## src/rtl/det5_matrix_loader_pkg.sv

```systemverilog
// Shared definitions for the 5x5 determinant loader: geometry, FSM encoding
// and the row-major slot mapping of the flattened matrix bus.
package det5_matrix_loader_pkg;

  localparam int N  = 5;
  localparam int W  = 8;
  localparam int NE = N * N;
  localparam int MW = NE * W;

  typedef enum logic [1:0] {
    LOAD   = 2'd0,
    SETTLE = 2'd1,
    RESULT = 2'd2
  } state_e;

  // LSB position of element k; element 0 sits in the top byte of the bus.
  function automatic logic [7:0] slot_lsb(input logic [4:0] k);
    slot_lsb = 8'(MW - W - W * int'(k));
  endfunction

endpackage

```

## src/rtl/det5_matrix_loader_settle_timer.sv

```systemverilog
// Loadable down-counter with a zero flag; saturates at zero so it can be left
// decrementing while the owner waits on the flag.
module det5_settle_timer #(
  parameter int CW = 2
) (
  input  logic          clk,
  input  logic          rst,
  input  logic          load_i,
  input  logic [CW-1:0] load_val_i,
  input  logic          dec_i,
  output logic          zero_o
);

  logic [CW-1:0] count_q;
  logic [CW-1:0] count_d;

  always_comb begin
    count_d = count_q;
    if (load_i) begin
      count_d = load_val_i;
    end else if (dec_i && (count_q != {CW{1'b0}})) begin
      count_d = count_q - CW'(1);
    end else begin
      count_d = count_q;
    end
  end

  always_ff @(posedge clk or posedge rst) begin
    if (rst) begin
      count_q <= {CW{1'b0}};
    end else begin
      count_q <= count_d;
    end
  end

  assign zero_o = (count_q == {CW{1'b0}});

endmodule

```

## src/rtl/det5_matrix_loader.sv

```systemverilog
// Streams 25 bytes row-major onto the determinant stage's matrix bus, holds the
// bus for a settle window, then returns the latched determinant over valid/ready.
module det5_matrix_loader
  import det5_matrix_loader_pkg::*;
#(
  parameter int SETTLE_CYCLES = 4
) (
  input  logic          clk,
  input  logic          rst,
  input  logic          in_valid,
  output logic          in_ready,
  input  logic [W-1:0]  in_data,
  input  logic          in_last,
  output logic [MW-1:0] matrix,
  input  logic [W-1:0]  det_in,
  input  logic          ovf_in,
  output logic          res_valid,
  input  logic          res_ready,
  output logic [W-1:0]  res_det,
  output logic          res_ovf,
  output logic          busy,
  output logic          err
);

  localparam int CW = (SETTLE_CYCLES > 1) ? $clog2(SETTLE_CYCLES) : 1;
  localparam logic [4:0] IDX_LAST = 5'(NE - 1);

  state_e        state_q;
  logic [4:0]    idx_q;
  logic [MW-1:0] matrix_q;
  logic          in_ready_q;
  logic          res_valid_q;
  logic [W-1:0]  res_det_q;
  logic          res_ovf_q;
  logic          busy_q;
  logic          err_q;

  logic xfer_s;
  logic timer_load_s;
  logic timer_dec_s;
  logic timer_zero_s;

  assign xfer_s       = in_valid && in_ready_q && (state_q == LOAD);
  assign timer_load_s = xfer_s && (idx_q == IDX_LAST);
  assign timer_dec_s  = (state_q == SETTLE);

  det5_settle_timer #(.CW(CW)) u_timer (
    .clk        (clk),
    .rst        (rst),
    .load_i     (timer_load_s),
    .load_val_i (CW'(SETTLE_CYCLES - 1)),
    .dec_i      (timer_dec_s),
    .zero_o     (timer_zero_s)
  );

  // Sequencer: every output is registered and updated together with the state.
  always_ff @(posedge clk or posedge rst) begin
    if (rst) begin
      state_q     <= LOAD;
      idx_q       <= 5'd0;
      matrix_q    <= {MW{1'b0}};
      in_ready_q  <= 1'b0;
      res_valid_q <= 1'b0;
      res_det_q   <= {W{1'b0}};
      res_ovf_q   <= 1'b0;
      busy_q      <= 1'b0;
      err_q       <= 1'b0;
    end else begin
      err_q <= 1'b0;
      case (state_q)
        LOAD: begin
          in_ready_q <= 1'b1;
          if (xfer_s) begin
            if (idx_q == IDX_LAST) begin
              // A full matrix without in_last is still used, but flagged.
              matrix_q[slot_lsb(idx_q) +: W] <= in_data;
              idx_q      <= 5'd0;
              err_q      <= ~in_last;
              state_q    <= SETTLE;
              in_ready_q <= 1'b0;
              busy_q     <= 1'b1;
            end else if (in_last) begin
              matrix_q <= {MW{1'b0}};
              idx_q    <= 5'd0;
              err_q    <= 1'b1;
            end else begin
              matrix_q[slot_lsb(idx_q) +: W] <= in_data;
              idx_q <= idx_q + 5'd1;
            end
          end
        end
        SETTLE: begin
          if (timer_zero_s) begin
            res_det_q   <= det_in;
            res_ovf_q   <= ovf_in;
            res_valid_q <= 1'b1;
            state_q     <= RESULT;
          end
        end
        RESULT: begin
          if (res_ready) begin
            res_valid_q <= 1'b0;
            matrix_q    <= {MW{1'b0}};
            state_q     <= LOAD;
            in_ready_q  <= 1'b1;
            busy_q      <= 1'b0;
          end
        end
        default: begin
          state_q     <= LOAD;
          idx_q       <= 5'd0;
          matrix_q    <= {MW{1'b0}};
          in_ready_q  <= 1'b0;
          res_valid_q <= 1'b0;
          busy_q      <= 1'b0;
        end
      endcase
    end
  end

  assign in_ready  = in_ready_q;
  assign matrix    = matrix_q;
  assign res_valid = res_valid_q;
  assign res_det   = res_det_q;
  assign res_ovf   = res_ovf_q;
  assign busy      = busy_q;
  assign err       = err_q;

endmodule

```

## config.mk

```make
export PLATFORM = sky130hd
export DESIGN_NAME = det5_matrix_loader
export DESIGN_NICKNAME = d
export VERILOG_FILES = /design/src/rtl/det5_matrix_loader_pkg.sv /design/src/rtl/det5_matrix_loader_settle_timer.sv /design/src/rtl/det5_matrix_loader.sv
export SDC_FILE = /design/constraint.sdc
export NUM_CORES = 1
export LEC_CHECK = 0
export ABC_AREA = 1
export CORE_MARGIN = 8
export CORE_UTILIZATION = 45
export DETAILED_ROUTE_END_ITERATION = 7
export PLACE_DENSITY = 0.72
export SETUP_SLACK_MARGIN = 0.4
export SLEW_MARGIN = 20
export SYNTH_ARGS = -nofsm -noshare
export SYNTH_HDL_FRONTEND = slang
export SYNTH_SLANG_ARGS = --single-unit
```

## constraint.sdc

```tcl
create_clock -name clk -period 7.9 [get_ports clk]
set_input_delay 1.58 -clock clk [delete_from_list [all_inputs] [get_ports clk]]
set_output_delay 1.58 -clock clk [all_outputs]
set_load 0.02 [all_outputs]
```

==> flow_summary.html <==
<h3>Flow metrics</h3>
<table>
<tr><th>Metric</th><th>Value</th></tr>
<tr><th colspan="2">GRT</th></tr>
<tr><td>GR peak layer</td><td>met2</td></tr>
<tr><td>Total routing resource utilization after global routing</td><td>22.5%</td></tr>
<tr><td>Met3 Use GR</td><td>5.30%</td></tr>
<tr><th colspan="2">Timing</th></tr>
<tr><td>Total negative slack</td><td>0 ps</td></tr>
<tr><td>Fmax achieved</td><td>284 MHz</td></tr>
<tr><td>Number of slew-limit violations in the final report</td><td>0</td></tr>
<tr><td>Post-route clock period utilization</td><td>44.6%</td></tr>
<tr><td>Worst slew pin tran</td><td>972 ps</td></tr>
<tr><th colspan="2">Drt</th></tr>
<tr><td>Detailed-routed wire length on met2</td><td>17400 um</td></tr>
<tr><td>Initial DRC Count</td><td>1094</td></tr>
<tr><td>Routed vias</td><td>11200</td></tr>
<tr><td>1st-pass router iterations</td><td>6</td></tr>
<tr><th colspan="2">Clocking</th></tr>
<tr><td>Clock tree from TritonCTS</td><td>done</td></tr>
<tr><td>Root buffer cell</td><td>sky130_fd_sc_hd__clkbuf_16</td></tr>
<tr><td>Setup repair bufs after CTS</td><td>0</td></tr>
<tr><td>Hold bufs inserted after CTS</td><td>0</td></tr>
<tr><td>Insertion delay of the later-clocked pin in the worst-skew pair</td><td>520 ps</td></tr>
<tr><td>Total CTS buffers</td><td>25</td></tr>
<tr><th colspan="2">Layout</th></tr>
<tr><td>Portion of the layout cell area used by non-clock buffers</td><td>16.0%</td></tr>
<tr><td>Fraction of layout cells with a size suffix above 1</td><td>5.83%</td></tr>
<tr><td>Flop share of the area</td><td>36.7%</td></tr>
<tr><th colspan="2">Critical path</th></tr>
<tr><td>Number of cell instances on the worst register-to-register path</td><td>12</td></tr>
<tr><td>Critical Path Max Stage Delay</td><td>710 ps</td></tr>
<tr><th colspan="2">Yosys</th></tr>
<tr><td>Share of the yosys chip area belonging to registers</td><td>46.3%</td></tr>
<tr><td>Top cells by count</td><td>sky130_fd_sc_hd__nand2_1 (633), sky130_fd_sc_hd__dfrtp_1 (222), sky130_fd_sc_hd__nor2_1 (166)</td></tr>
<tr><td>Number of nets at floorplan</td><td>1667</td></tr>
<tr><th colspan="2">Die</th></tr>
<tr><td>Total die size</td><td>32200 um2</td></tr>
<tr><th colspan="2">Run status</th></tr>
<tr><td>Result of the run</td><td>finished, final reports clean</td></tr>
<tr><th colspan="2">Place</th></tr>
<tr><td>Tally of buffers added on design ports</td><td>234</td></tr>
</table>
## worst max-delay path, delay by kind of cell (launching register included)
family / cells / cell delay (ps)
AND-OR/OR-AND: 1 / 70
flip-flops: 1 / 710
buffers and inverters: 2 / 530
AND/OR/NAND/NOR: 8 / 1470
adder cells (fa/ha/maj): 1 / 600
## cells by family after synthesis
family | after synthesis | share of synthesized area, %
buffers and inverters | 197 | 7.69
multiplexers | 9 | 0.844
adder cells (fa/ha/maj) | 9 | 0.938
AND-OR/OR-AND | 221 | 9.31
AND/OR/NAND/NOR | 977 | 34.9
XOR/XNOR | 1 | 0.0730
flip-flops | 222 | 46.3
## flip-flops by register name (all words and copies together) (netlist names)
name             cells
busy                 1
err                  1
idx_q                5
in_ready             1
matrix             200
res_det              8
res_ovf              1
res_valid            1
state_q              2
u_timer.count_q      2
## power breakdown
part           total (uW)  switching (uW)  internal [uW]
Combinational        1600            1200            407
Sequential           1260            53.7           1210
Clock                1120             465            651
Total                3980            1710           2270
## final timing paths
kind | to | start | slack, ps
max | matrix[109] | idx_q[0] | 4380
min | busy | busy | 500
max reg2reg | matrix[109] | idx_q[0] | 4380
min reg2reg | busy | busy | 500
max in group asynchronous | idx_q[1] | rst | 4880
min in group asynchronous | matrix[59] | rst | 1570
## stage by stage
| step | power [uW] | cells | setup WS [ps] | instance area [um2] |
|---|---|---|---|---|
| CTS | 3990 | 2170 | 4130 | 15100 |
| floorplan | 2490 | 1636 | 3420 | 12000 |
| global placement | 2850 | 2127 | 4120 | 14400 |
| detailed placement | 2870 | 2127 | 4000 | 14400 |
| finish | 3980 | 2170 | 4380 | 15100 |
| global route | 4200 | 2170 | 4040 | 15100 |
Figure 1. Power grid.
Drawn at 3 px/um. Pins as bars on the die edge.
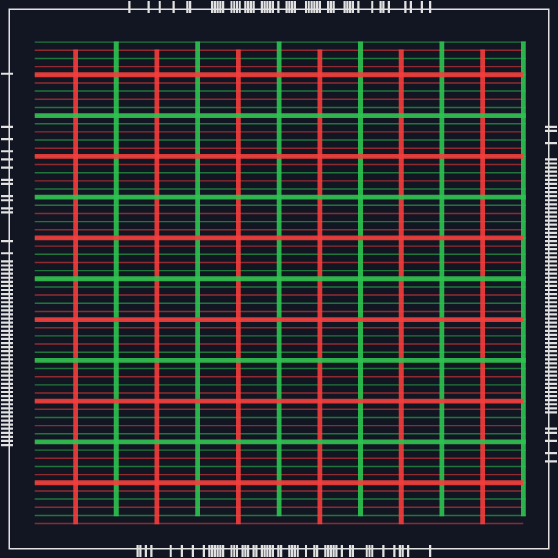
| color | net |
|---|---|
| green | VDD |
| red | VSS |
met5 straps: 11
met4 straps: 12
met1 rails: 60
rows: 59

Figure 2. Placement density heat map.
Drawn at 1.5 px/um. The die is cut into 18 by 18 equal tiles; white is low, dark blue is high, 0 to 100% covered.
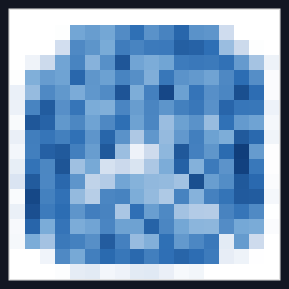
tiles over 75% full: 13%
mean over tiles: 46%
fullest tile: 94%
core footprint: 26100 um2
starting utilization of the core area: 45.9%
final design utilization: 57.9%

Figure 3. Congestion heat map.
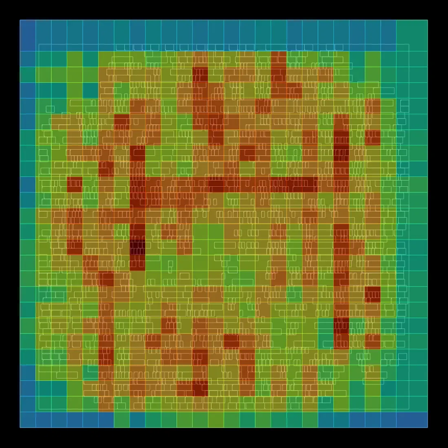
met1 routing resource usage after global routing: 30.0%
detailed-route wire length per cell: 17.1 um
global routing usage on met2: 36.7%

Power is estimated from default activity; no workload was simulated.
